## config.mk

```make
export PLATFORM = sky130hd
export DESIGN_NAME = gemm_mmio_bridge_flat
export DESIGN_NICKNAME = d
export VERILOG_FILES = /design/src/rtl/gemm_mmio_bridge_pkg.sv /design/src/rtl/gemm_mmio_bridge_if.sv /design/src/rtl/gemm_mmio_bridge_cmd_fifo.sv /design/src/rtl/gemm_mmio_bridge.sv /design/src/flat_wrapper.sv
export SDC_FILE = /design/constraint.sdc
export NUM_CORES = 1
export LEC_CHECK = 0
export CAP_MARGIN = 5
export CORE_UTILIZATION = 40
export CTS_CLUSTER_DIAMETER = 60
export DETAILED_ROUTE_END_ITERATION = 16
export DONT_BUFFER_PORTS = 1
export GPL_TIMING_DRIVEN = 0
export PLACE_DENSITY = 0.62
export SYNTH_ARGS = -nofsm -noshare
export SYNTH_HDL_FRONTEND = slang
export SYNTH_HIERARCHICAL = 1
export SYNTH_SLANG_ARGS = --single-unit
```

## constraint.sdc

```tcl
create_clock -name clk -period 12.9 [get_ports clk]
set_clock_uncertainty 0.2 [all_clocks]
set_input_delay 2.58 -clock clk [delete_from_list [all_inputs] [get_ports clk]]
set_output_delay 2.58 -clock clk [all_outputs]
set_load 0.01 [all_outputs]
```

## src/rtl/gemm_mmio_bridge_pkg.sv

```systemverilog
// Shared types and constants for the GEMM MMIO bridge:
// register map, descriptor bundle, FSM states, STATUS bits.
package gemm_bridge_pkg;

   localparam logic [4:0] OFF_A       = 5'h00;
   localparam logic [4:0] OFF_B       = 5'h04;
   localparam logic [4:0] OFF_C       = 5'h08;
   localparam logic [4:0] OFF_DIM     = 5'h0C;
   localparam logic [4:0] OFF_CMD     = 5'h10;
   localparam logic [4:0] OFF_STATUS  = 5'h14;
   localparam logic [4:0] OFF_IRQ_EN  = 5'h18;
   localparam logic [4:0] OFF_IRQ_CLR = 5'h1C;

   localparam int ST_FULL     = 0;
   localparam int ST_EMPTY    = 1;
   localparam int ST_OVF      = 2;
   localparam int ST_BUSY     = 3;
   localparam int ST_DONE_LSB = 8;

   typedef struct packed {
      logic [31:0] a;
      logic [31:0] b;
      logic [31:0] c;
      logic [23:0] dim;
   } desc_t;

   typedef enum logic {
      IDLE,
      RESP
   } state_t;

   function automatic logic [31:0] merge(
      input logic [31:0] old,
      input logic [31:0] wd,
      input logic [3:0]  m
   );
      logic [31:0] r;
      r = old;
      for (int i = 0; i < 4; i++)
         if (m[i]) r[8*i +: 8] = wd[8*i +: 8];
      return r;
   endfunction

endpackage

```

## src/rtl/gemm_mmio_bridge_if.sv

```systemverilog
// Core load/store port as seen by the bridge.
// master = core side, slave = bridge side.
interface gemm_mmio_bridge_if;
   logic        cs;
   logic        mem_rd_wr;
   logic [3:0]  mask;
   logic [31:0] mem_addr;
   logic [31:0] mem_write_data;
   logic [31:0] mem_read_data;
   logic        mem_valid;

   modport master (
      output cs, mem_rd_wr, mask, mem_addr, mem_write_data,
      input  mem_read_data, mem_valid
   );

   modport slave (
      input  cs, mem_rd_wr, mask, mem_addr, mem_write_data,
      output mem_read_data, mem_valid
   );
endinterface

```

## src/rtl/gemm_mmio_bridge_cmd_fifo.sv

```systemverilog
// Synchronous descriptor FIFO; head is shown only when non-empty.
// A push while full is accepted only if a pop frees a slot the same cycle.
module cmd_fifo
   import gemm_bridge_pkg::*;
#(
   parameter int DEPTH = 4,
   localparam int AW = $clog2(DEPTH)
) (
   input  logic        clk,
   input  logic        reset,
   input  logic        push,
   input  logic        pop,
   input  desc_t       din,
   output desc_t       dout,
   output logic        full,
   output logic        empty,
   output logic [AW:0] count
);

   localparam logic [AW:0] FULL_CNT = (AW+1)'(DEPTH);

   desc_t         mem [DEPTH];
   logic [AW-1:0] wr_ptr;
   logic [AW-1:0] rd_ptr;
   logic          do_push;
   logic          do_pop;

   assign full    = (count == FULL_CNT);
   assign empty   = (count == '0);
   assign do_pop  = pop & ~empty;
   assign do_push = push & (~full | do_pop);
   assign dout    = empty ? '0 : mem[rd_ptr];

   always_ff @(posedge clk)
      if (do_push) mem[wr_ptr] <= din;

   always_ff @(posedge clk or negedge reset) begin
      if (!reset) begin
         wr_ptr <= '0;
         rd_ptr <= '0;
         count  <= '0;
      end else begin
         if (do_push) wr_ptr <= wr_ptr + AW'(1);
         if (do_pop)  rd_ptr <= rd_ptr + AW'(1);
         case ({do_push, do_pop})
            2'b10:   count <= count + (AW+1)'(1);
            2'b01:   count <= count - (AW+1)'(1);
            default: count <= count;
         endcase
      end
   end

endmodule

```

## src/rtl/gemm_mmio_bridge.sv

```systemverilog
// Load/store slave that splits accesses between data RAM and the
// GEMM register window, queues descriptors and raises completion irq.
module gemm_mmio_bridge
   import gemm_bridge_pkg::*;
#(
   parameter int          FIFO_DEPTH = 4,
   parameter logic [31:0] ACC_BASE   = 32'h8000_0000,
   parameter int          RAM_AW     = 14
) (
   input  logic              clk,
   input  logic              reset,
   gemm_mmio_bridge_if.slave bus,
   output logic              ram_cs,
   output logic              ram_we,
   output logic [3:0]        ram_mask,
   output logic [RAM_AW-1:0] ram_addr,
   output logic [31:0]       ram_wdata,
   input  logic [31:0]       ram_rdata,
   output logic              acc_cmd_valid,
   input  logic              acc_cmd_ready,
   output logic [31:0]       acc_cmd_a,
   output logic [31:0]       acc_cmd_b,
   output logic [31:0]       acc_cmd_c,
   output logic [23:0]       acc_cmd_dim,
   input  logic              acc_done,
   output logic              irq
);

   localparam int CW = $clog2(FIFO_DEPTH) + 1;
   localparam int OW = $clog2(FIFO_DEPTH) + 2;

   state_t        state_q, state_d;
   logic          accept, rd, is_ram, is_acc, acc_wr;
   logic [4:0]    off;
   logic [31:0]   reg_rdata, status, rdata_q, dim_m;
   logic          rd_ram_q;
   logic [31:0]   a_q, b_q, c_q;
   logic [23:0]   dim_q;
   logic          irq_en_q, ovf_q, pend_q, irq_q;
   logic [7:0]    done_cnt_q;
   logic [OW-1:0] outst_q;
   logic          push, pop, full, empty, done_ok, ovf_set;
   logic [1:0]    clr;
   logic [CW-1:0] count;
   desc_t         head, new_desc;
   logic          unused_ok;

   assign rd     = bus.mem_rd_wr;
   assign off    = {bus.mem_addr[4:2], 2'b00};
   assign is_ram = (bus.mem_addr[31:RAM_AW+2] == '0);
   assign is_acc = (bus.mem_addr[31:5] == ACC_BASE[31:5]);
   assign accept = (state_q == IDLE) & bus.cs;
   assign acc_wr = accept & ~rd & is_acc;

   assign push    = acc_wr & (off == OFF_CMD);
   assign pop     = acc_cmd_valid & acc_cmd_ready;
   assign ovf_set = push & full & ~pop;
   assign done_ok = acc_done & (outst_q != '0);
   assign clr     = (acc_wr && off == OFF_IRQ_CLR && bus.mask[0])
                    ? bus.mem_write_data[1:0] : 2'b00;
   assign dim_m   = merge({8'h00, dim_q}, bus.mem_write_data, bus.mask);

   assign ram_cs    = accept & is_ram;
   assign ram_we    = ram_cs & ~rd;
   assign ram_mask  = ram_we ? bus.mask : 4'h0;
   assign ram_addr  = ram_cs ? bus.mem_addr[RAM_AW+1:2] : '0;
   assign ram_wdata = ram_we ? bus.mem_write_data : 32'h0;

   assign bus.mem_valid     = (state_q == RESP);
   assign bus.mem_read_data = (state_q == RESP)
                              ? (rd_ram_q ? ram_rdata : rdata_q) : 32'h0;

   assign new_desc      = '{a: a_q, b: b_q, c: c_q, dim: dim_q};
   assign acc_cmd_valid = ~empty;
   assign acc_cmd_a     = head.a;
   assign acc_cmd_b     = head.b;
   assign acc_cmd_c     = head.c;
   assign acc_cmd_dim   = head.dim;
   assign irq           = irq_q;

   assign unused_ok = ^{bus.mem_addr[1:0], dim_m[31:24]};

   cmd_fifo #(.DEPTH(FIFO_DEPTH)) u_fifo (
      .clk   (clk),
      .reset (reset),
      .push  (push),
      .pop   (pop),
      .din   (new_desc),
      .dout  (head),
      .full  (full),
      .empty (empty),
      .count (count)
   );

   always_comb begin
      status = 32'h0;
      status[ST_FULL]  = full;
      status[ST_EMPTY] = empty;
      status[ST_OVF]   = ovf_q;
      status[ST_BUSY]  = (outst_q != '0);
      status[ST_DONE_LSB +: 8] = done_cnt_q;
   end

   always_comb begin
      reg_rdata = 32'h0;
      if (is_acc) begin
         case (off)
            OFF_A:      reg_rdata = a_q;
            OFF_B:      reg_rdata = b_q;
            OFF_C:      reg_rdata = c_q;
            OFF_DIM:    reg_rdata = {8'h00, dim_q};
            OFF_CMD:    reg_rdata = 32'(count);
            OFF_STATUS: reg_rdata = status;
            OFF_IRQ_EN: reg_rdata = {31'h0, irq_en_q};
            default:    reg_rdata = 32'h0;
         endcase
      end
   end

   always_comb begin
      state_d = state_q;
      unique case (state_q)
         IDLE: if (bus.cs) state_d = RESP;
         RESP: state_d = IDLE;
      endcase
   end

   always_ff @(posedge clk or negedge reset) begin
      if (!reset) begin
         state_q  <= IDLE;
         rdata_q  <= 32'h0;
         rd_ram_q <= 1'b0;
      end else begin
         state_q <= state_d;
         if (accept) begin
            rdata_q  <= (rd && is_acc) ? reg_rdata : 32'h0;
            rd_ram_q <= rd & is_ram;
         end
      end
   end

   always_ff @(posedge clk or negedge reset) begin
      if (!reset) begin
         a_q        <= 32'h0;
         b_q        <= 32'h0;
         c_q        <= 32'h0;
         dim_q      <= 24'h0;
         irq_en_q   <= 1'b0;
         ovf_q      <= 1'b0;
         pend_q     <= 1'b0;
         irq_q      <= 1'b0;
         done_cnt_q <= 8'h0;
         outst_q    <= '0;
      end else begin
         if (acc_wr) begin
            case (off)
               OFF_A:      a_q   <= merge(a_q, bus.mem_write_data, bus.mask);
               OFF_B:      b_q   <= merge(b_q, bus.mem_write_data, bus.mask);
               OFF_C:      c_q   <= merge(c_q, bus.mem_write_data, bus.mask);
               OFF_DIM:    dim_q <= dim_m[23:0];
               OFF_IRQ_EN: if (bus.mask[0]) irq_en_q <= bus.mem_write_data[0];
               default:    ;
            endcase
         end
         // a counted completion wins over a same-cycle clear
         if (done_ok)     pend_q <= 1'b1;
         else if (clr[0]) pend_q <= 1'b0;
         if (ovf_set)     ovf_q <= 1'b1;
         else if (clr[1]) ovf_q <= 1'b0;
         if (done_ok) done_cnt_q <= done_cnt_q + 8'd1;
         case ({pop, done_ok})
            2'b10:   outst_q <= outst_q + OW'(1);
            2'b01:   outst_q <= outst_q - OW'(1);
            default: outst_q <= outst_q;
         endcase
         irq_q <= pend_q & irq_en_q;
      end
   end

endmodule
```

## src/flat_wrapper.sv

```systemverilog
// flat-port wrapper written by rule: the top's interface ports become plain ports
module gemm_mmio_bridge_flat import gemm_bridge_pkg::*;
#(
   parameter int          FIFO_DEPTH = 4,
   parameter logic [31:0] ACC_BASE   = 32'h8000_0000,
   parameter int          RAM_AW     = 14
)
  (clk, reset, ram_cs, ram_we, ram_mask, ram_addr, ram_wdata, ram_rdata, acc_cmd_valid, acc_cmd_ready, acc_cmd_a, acc_cmd_b, acc_cmd_c, acc_cmd_dim, acc_done, irq, bus_cs, bus_mem_rd_wr, bus_mask, bus_mem_addr, bus_mem_write_data, bus_mem_read_data, bus_mem_valid);
  gemm_mmio_bridge_if bus_i ();
  input  logic clk;
  input  logic reset;
  output logic ram_cs;
  output logic ram_we;
  output logic [3:0] ram_mask;
  output logic [RAM_AW-1:0] ram_addr;
  output logic [31:0] ram_wdata;
  input  logic [31:0] ram_rdata;
  output logic acc_cmd_valid;
  input  logic acc_cmd_ready;
  output logic [31:0] acc_cmd_a;
  output logic [31:0] acc_cmd_b;
  output logic [31:0] acc_cmd_c;
  output logic [23:0] acc_cmd_dim;
  input  logic acc_done;
  output logic irq;
  input wire logic [$bits(bus_i.cs)-1:0] bus_cs;
  input wire logic [$bits(bus_i.mem_rd_wr)-1:0] bus_mem_rd_wr;
  input wire logic [$bits(bus_i.mask)-1:0] bus_mask;
  input wire logic [$bits(bus_i.mem_addr)-1:0] bus_mem_addr;
  input wire logic [$bits(bus_i.mem_write_data)-1:0] bus_mem_write_data;
  output wire logic [$bits(bus_i.mem_read_data)-1:0] bus_mem_read_data;
  output wire logic [$bits(bus_i.mem_valid)-1:0] bus_mem_valid;
  assign bus_i.cs = bus_cs;
  assign bus_i.mem_rd_wr = bus_mem_rd_wr;
  assign bus_i.mask = bus_mask;
  assign bus_i.mem_addr = bus_mem_addr;
  assign bus_i.mem_write_data = bus_mem_write_data;
  assign bus_mem_read_data = bus_i.mem_read_data;
  assign bus_mem_valid = bus_i.mem_valid;
  gemm_mmio_bridge #(.FIFO_DEPTH(FIFO_DEPTH), .ACC_BASE(ACC_BASE), .RAM_AW(RAM_AW)) u_core (.clk(clk), .reset(reset), .bus(bus_i), .ram_cs(ram_cs), .ram_we(ram_we), .ram_mask(ram_mask), .ram_addr(ram_addr), .ram_wdata(ram_wdata), .ram_rdata(ram_rdata), .acc_cmd_valid(acc_cmd_valid), .acc_cmd_ready(acc_cmd_ready), .acc_cmd_a(acc_cmd_a), .acc_cmd_b(acc_cmd_b), .acc_cmd_c(acc_cmd_c), .acc_cmd_dim(acc_cmd_dim), .acc_done(acc_done), .irq(irq));
endmodule
```

==> job_summary.md, run 1 <==
## Synthesis and layout report

| Metric | Value |
|---|---|
| Iteration-0 DRC count of the detailed router | between 1k and 1.5k |
| Sort of element at the start of the critical path | input port |
| Worst Max-Slew Pin Slew | between 1 and 1.5 ns |
| Share of the yosys chip area belonging to registers | 0.693 |
| Peak supply drop | about 0.11 mV |
| Critical-path top delay cell | nor4_4 |
| First-pass detailed-route iteration total | 5 |
| Arrival time of data at the critical path endpoint | approximately 5.5 ns |
| AND-OR/OR-AND Cells, Area Fraction | 0.0291 |
| Post-CTS repair timing setup buffer count | 0 |
| Number of warnings the tools reported | 35 |
| First-pass GRT wire length | 105,000 um |
| Hold-fix buffers, CTS | 0 |
| Share of async-settable or async-resettable flops after synthesis | 0.269 |
| Final setup viols | 0 |
| Synth Area per Inst | 18.1 sq um |
| Global placer's final weighted congestion | 0.778 |
| Unrepaired setup endpoints after global routing | no |
| Aggregate routed wire length | between 70,000 and 80,000 um |
| Width of the die | 263 um |
| Crit-path max cell delay | just over 0.7 ns |
| Global-route usage over all layers | 0.214 |
| Critical Path, Cell by Cell | nor4_1 > nand4_1 > buf_4 > nor4_4 > buf_6 > clkbuf_1 > and2_1 |
| Number of H-tree branching levels | 3 |
| Top cell area share | 0.530 |
| Count of pins on the block boundary | roughly 310 |
| Final #Nets | roughly 1.7k |
| Insertion delay at the late pin of the worst-skew pair | roughly 0.61 ns |
| Post-synth EDFFs | ~480 |
| Number of max-slew violations in the final report | 0 |
| Peak fanout along the critical path | 10 |
| Die footprint | around 0.069 sq mm |
| Final number of hold-violating endpoints | 0 |
| Final cell utilization of the core | 0.457 |
| Buffers added on ports | 0 |
| Floorplan die height | about 260 um |
| Ys flops | approximately 660 |
| Status | completed |
| Antenna violations before repair | 5 |
| XOR/XNOR share of the synthesized area | 0.00580 |
| Relative max-transition margin | 0.168 |
| Initial standard-cell utilization of the core | 0.404 |
| Final total negative setup slack | 0 ns |
| Highest clock rate | about 0.12 GHz |
| Min Clock Period, post-route | around 8.3 ns |
| Number of global-route vias before repair | between 10k and 15k |
| Resized Gates After CTS | 0 |
| TritonCTS clock tree | done |
| Number of violations of the max-capacitance limit | 0 |
-- run 1: flip-flops by register name (all words and copies together), names as in the netlist, 2 cells and up --
register,count
u_core/outst_q,4
u_core/a_q,32
u_core/u_fifo/wr_ptr,2
u_core/dim_q,24
u_core/b_q,32
u_core/u_fifo/count,3
u_core/u_fifo/mem,480
u_core/c_q,32
u_core/done_cnt_q,8
u_core/rdata_q,32
u_core/u_fifo/rd_ptr,2
-- run 1: cell families (layout without fill, tap and decap cells) --
| family | count (synthesis) | in the layout |
|---|---|---|
| DFF | 657 | 657 |
| and+or+nand+nor | 310 | 310 |
| muxes | 300 | 300 |
| AOI/OAI and AO/OA | 105 | 105 |
| buffers and inverters | 104 | 239 |
| xor gates and xnor gates | 18 | 18 |
| adders and majority gates | 10 | 10 |
| other | 0 | 1 |
-- run 1: metrics by stage --
stage                     power [mW]  instance area [sq um]  worst slack (ns)  instances  hold slack (ns)
after global routing            5.07                  30700              4.50       2512            0.302
after CTS                       4.95                  30700              4.61       2511            0.274
after detailed placement        3.05                  28600              4.62       2387            0.260
after floorplan                 2.80                  27200              5.51       1504            0.240
after global placement          3.04                  28300              2.28       2377            0.261
final                           4.90                  30700              4.58       2513            0.274
-- run 1: final timing paths --
kind / from / endpoint / slack, ns / cells after the start
worst max-delay path: bus_mem_addr[20] / ram_wdata[19] / 4.58 / 7
worst min-delay path: u_core/done_cnt_q[7] / u_core/done_cnt_q[7] / 0.27 / 1
worst max register to register: u_core/u_fifo/count[0] / u_core/u_fifo/mem[2][35] / 8.68 / 10
worst min register to register: u_core/done_cnt_q[7] / u_core/done_cnt_q[7] / 0.27 / 1
max in group asynchronous: reset / u_core/c_q[23] / 10.45 / 0
min in group asynchronous: reset / u_core/c_q[27] / 1.46 / 0
-- run 1: cells in the mapped netlist, drive strengths merged, types with 15 or more instances --
library cell,number
o21ai,24
mux2i,48
inv,17
dfrtp,177
clkbuf,50
a22o,23
buf,36
nor4,19
a22oi,15
nor2b,36
nand2,32
and2,174
mux2,132
mux4,120
edfxtp,480
-- run 1: where the power goes --
part,internal (mW),total [mW],leakage [nW],switching [mW]
logic,0.260,0.690,3.12,0.430
clock network,1.10,1.91,1.08,0.804
registers,2.27,2.30,8.02,0.0315
-- run 1: layout make-up --
class	instances	area (sq um)
Timing Repair Buffer	11	244
Inverter	18	67.6
Buffer	86	467
Tap cell	873	1090
Antenna cell	1	2.50
Clock buffer	96	1950
Multi-Input combinational cell	743	7840
Fill cell	5719	36500
Sequential cell	657	18800
Clock inverter	28	228
-- run 1: critical path, delay by kind of cell --
| kind | cells | cell delay, ns |
|---|---|---|
| AND/OR/NAND/NOR | 4 | 1.74 |
| buffers and inverters | 3 | 1.18 |
-- run 1: per-layer routing --
metal | global-route usage | part of all wire
met1 | 0.285 | 0.40
met2 | 0.343 | 0.48
met3 | 0.0595 | 0.091
met4 | 0.0644 | 0.022
met5 | 0 | 0
==> run_1/layer_met2.png <==
Cells faint in the background.
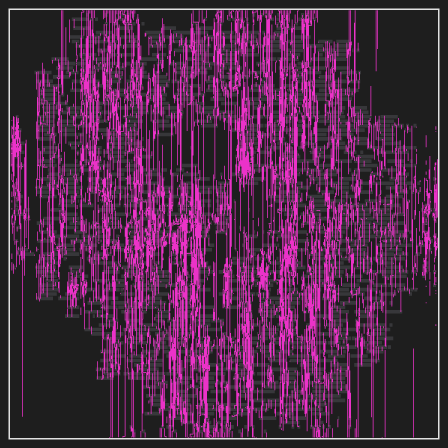
nets with wire on the layer = 1,581
share of all routed wire = 48%
wire length on this layer = 35.6 mm
total via count in the routed design: 14.4k
met2 layer usage reported by global route: 0.343

==> run_1/placement.png <==
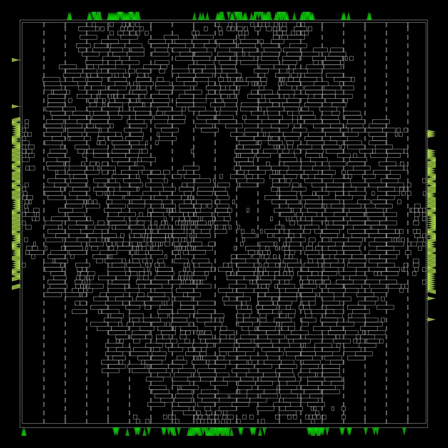
total number of placement rows: 95
final non-filler cell total: 2,513
count of fill cells added during filler insertion: 5,719
Seq/total area: 0.613

==> run_1/layer_met1.png <==
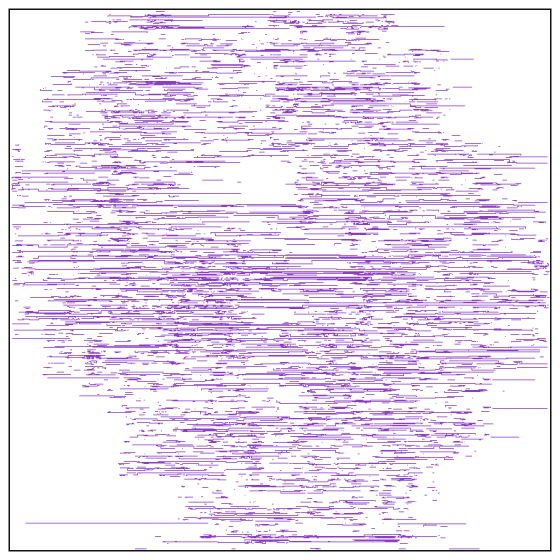
wire length on this layer = 29.7 mm
nets with wire on the layer = 1,561

==> run 1 -> run 2 <==
- clock period: 12.9 -> 8.3 ns (I/O delays scaled with it)
==> run_2/cell_density.png <==
26 x 26 tiles, from white (low) to dark blue (high), 0 to 100% covered.
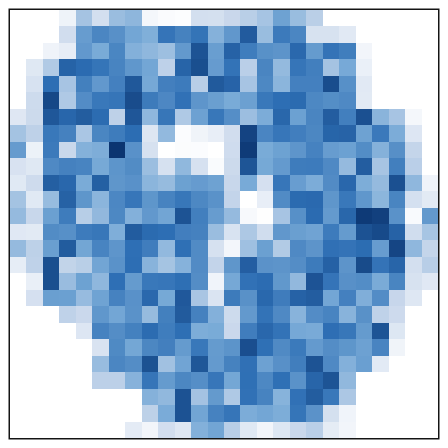
tiles over 75% full = 12%
nearly empty tiles = 19%
emptiest ninth of the die = bottom left
mean over tiles = 43%
fullest tile = 98%

==> run 2 against run 1 <==
Worst setup slack got worse by 2.8 ns. Area after synthesis did not move. Non-clock buffer count unchanged. Sequential power up 56%. Hold slack stayed put. Highest routed layer unchanged. Flip-flop count stayed put. Routed wire length did not move. Via count is the same. Core utilization unchanged. Largest cell class unchanged. Final cell count is the same.
==> job_summary.md, run 2 <==
## Synthesis and layout report

| Metric | Value |
|---|---|
| Relative max-transition margin | 0.168 (unchanged) |
| Sort of element at the start of the critical path | input port |
| Reg-to-reg startpoint | u_core/u_fifo/count[0] |
| TritonCTS clock tree | done |
| Width of the die | 263 um (unchanged) |
| Library cell with the highest instance count after synthesis | edfxtp_1 |
| Ys flops | 657 (unchanged) |
| Floorplan die height | 263 um (unchanged) |
| Aggregate routed wire length | 73,600 um (unchanged) |
| Peak supply drop | 0.168 mV (+55%) |
| Most Crowded Layer GR | met2 |
| Sequential share of power | 0.470 (about the same) |
| Min Clock Period, post-route | about 6.5 ns |
| Synth cell count leaders | 480 x edfxtp_1, 177 x dfrtp_1, 174 x and2_1 |
| Sw frac | 0.258 (about the same) |
| Share of async-settable or async-resettable flops after synthesis | 0.269 (unchanged) |
| Initial standard-cell utilization of the core | 0.404 (unchanged) |
| Final #Nets | 1,702 (unchanged) |
| Total number of placement rows | 95 (unchanged) |
| Count of pins on the block boundary | 313 (unchanged) |
| First-pass GRT wire length | 105,000 um (unchanged) |
| Post-CTS repair timing setup buffer count | 0 (unchanged) |
| Switching power | 1.97 mW (+55%) |
| First-pass detailed-route iteration total | 5 (unchanged) |
| Antenna violations before repair | 5 (unchanged) |
| Critical path launch point | bus_mem_addr[20] |
| Number of violations of the max-capacitance limit | 0 (unchanged) |
| Number of flip-flops under the largest register name | 480 (unchanged) |
| Share of the yosys chip area belonging to registers | 0.693 (unchanged) |
| Final number of hold-violating endpoints | 0 (unchanged) |
| Met2 layer usage reported by global route | 0.343 (unchanged) |
| Hold wc startpoint | u_core/done_cnt_q[7] |
| Status | completed |
| Number of warnings the tools reported | 35 (unchanged) |
| Reg with most FFs | u_core/u_fifo/mem |
| XOR/XNOR share of the synthesized area | 0.00580 (unchanged) |
| Final worst-path setup slack | 1.82 ns (-2.76 ns) |
| Hold slack final | 0.274 ns (unchanged) |
| Buffers added on ports | 0 (unchanged) |
| Number of max-slew violations in the final report | 0 (unchanged) |
| Final total negative setup slack | 0 ns (unchanged) |
| Global placer's final weighted congestion | 0.778 (unchanged) |
| Top cell area share | 0.530 (unchanged) |
| Unrepaired setup endpoints after global routing | no |
| Arrival time of data at the critical path endpoint | 4.62 ns (-0.92 ns) |
| Die footprint | 0.0690 sq mm (unchanged) |
| Post-synth EDFFs | 480 (unchanged) |
[run 2: final cells by class]
| type | count | area, sq um |
|---|---|---|
| antenna | 1 | 2.50 |
| buffer | 86 | 467 |
| clock buffer | 96 | 1950 |
| clock inverter | 28 | 228 |
| fill | 5719 | 36500 |
| inverter | 18 | 67.6 |
| multi-input combinational | 743 | 7840 |
| sequential | 657 | 18800 |
| tap | 873 | 1090 |
| timing repair buffer | 11 | 244 |
[run 2: path summary, 6_finish.rpt]
path	end	slack [ns]	depth (start not counted)
min in group asynchronous	u_core/c_q[27]	0.54	0
min reg2reg	u_core/done_cnt_q[7]	0.27	1
min	u_core/done_cnt_q[7]	0.27	1
max in group asynchronous	u_core/c_q[23]	6.77	0
max reg2reg	u_core/u_fifo/mem[2][35]	4.08	10
max	ram_wdata[19]	1.82	7
[run 2: metrics by stage]
stage	instances	total power, mW
final	2513	7.61
after floorplan	1504	4.36
after global placement	2377	4.72
after CTS	2511	7.70
after global routing	2512	7.87
after detailed placement	2387	4.74
[run 2: worst max-delay path, cell delays in order]
cell,delay [ns]
nor4_1,0.36
nand4_1,0.38
buf_4,0.35
nor4_4,0.72
buf_6,0.26
clkbuf_1,0.57
and2_1,0.28
[run 2: metal layers]
metal	part of all wire	wire [um]
met1	0.40	29700
met2	0.48	35600
met3	0.091	6700
met4	0.022	1630
met5	0	0
[run 2: kinds of logic (layout without fill, tap and decap cells)]
| group | count (synthesis) | count (layout) |
|---|---|---|
| flops | 657 | 657 |
| simple gates | 310 | 310 |
| mux | 300 | 300 |
| compound gates | 105 | 105 |
| buf+inv | 104 | 239 |
| xor+xnor | 18 | 18 |
| fa+ha+maj | 10 | 10 |
| other cells | 0 | 1 |
[run 2: power by group through the flow]
stage / Sequential, mW / Combinational [mW] / Clock [mW]
floorplan: 3.63 / 0.730 / 0
global placement: 3.64 / 1.08 / 0
detailed placement: 3.64 / 1.09 / 0
CTS: 3.58 / 1.10 / 3.03
global route: 3.58 / 1.14 / 3.15
finish: 3.58 / 1.07 / 2.96
Power is estimated from default activity; no workload was simulated.
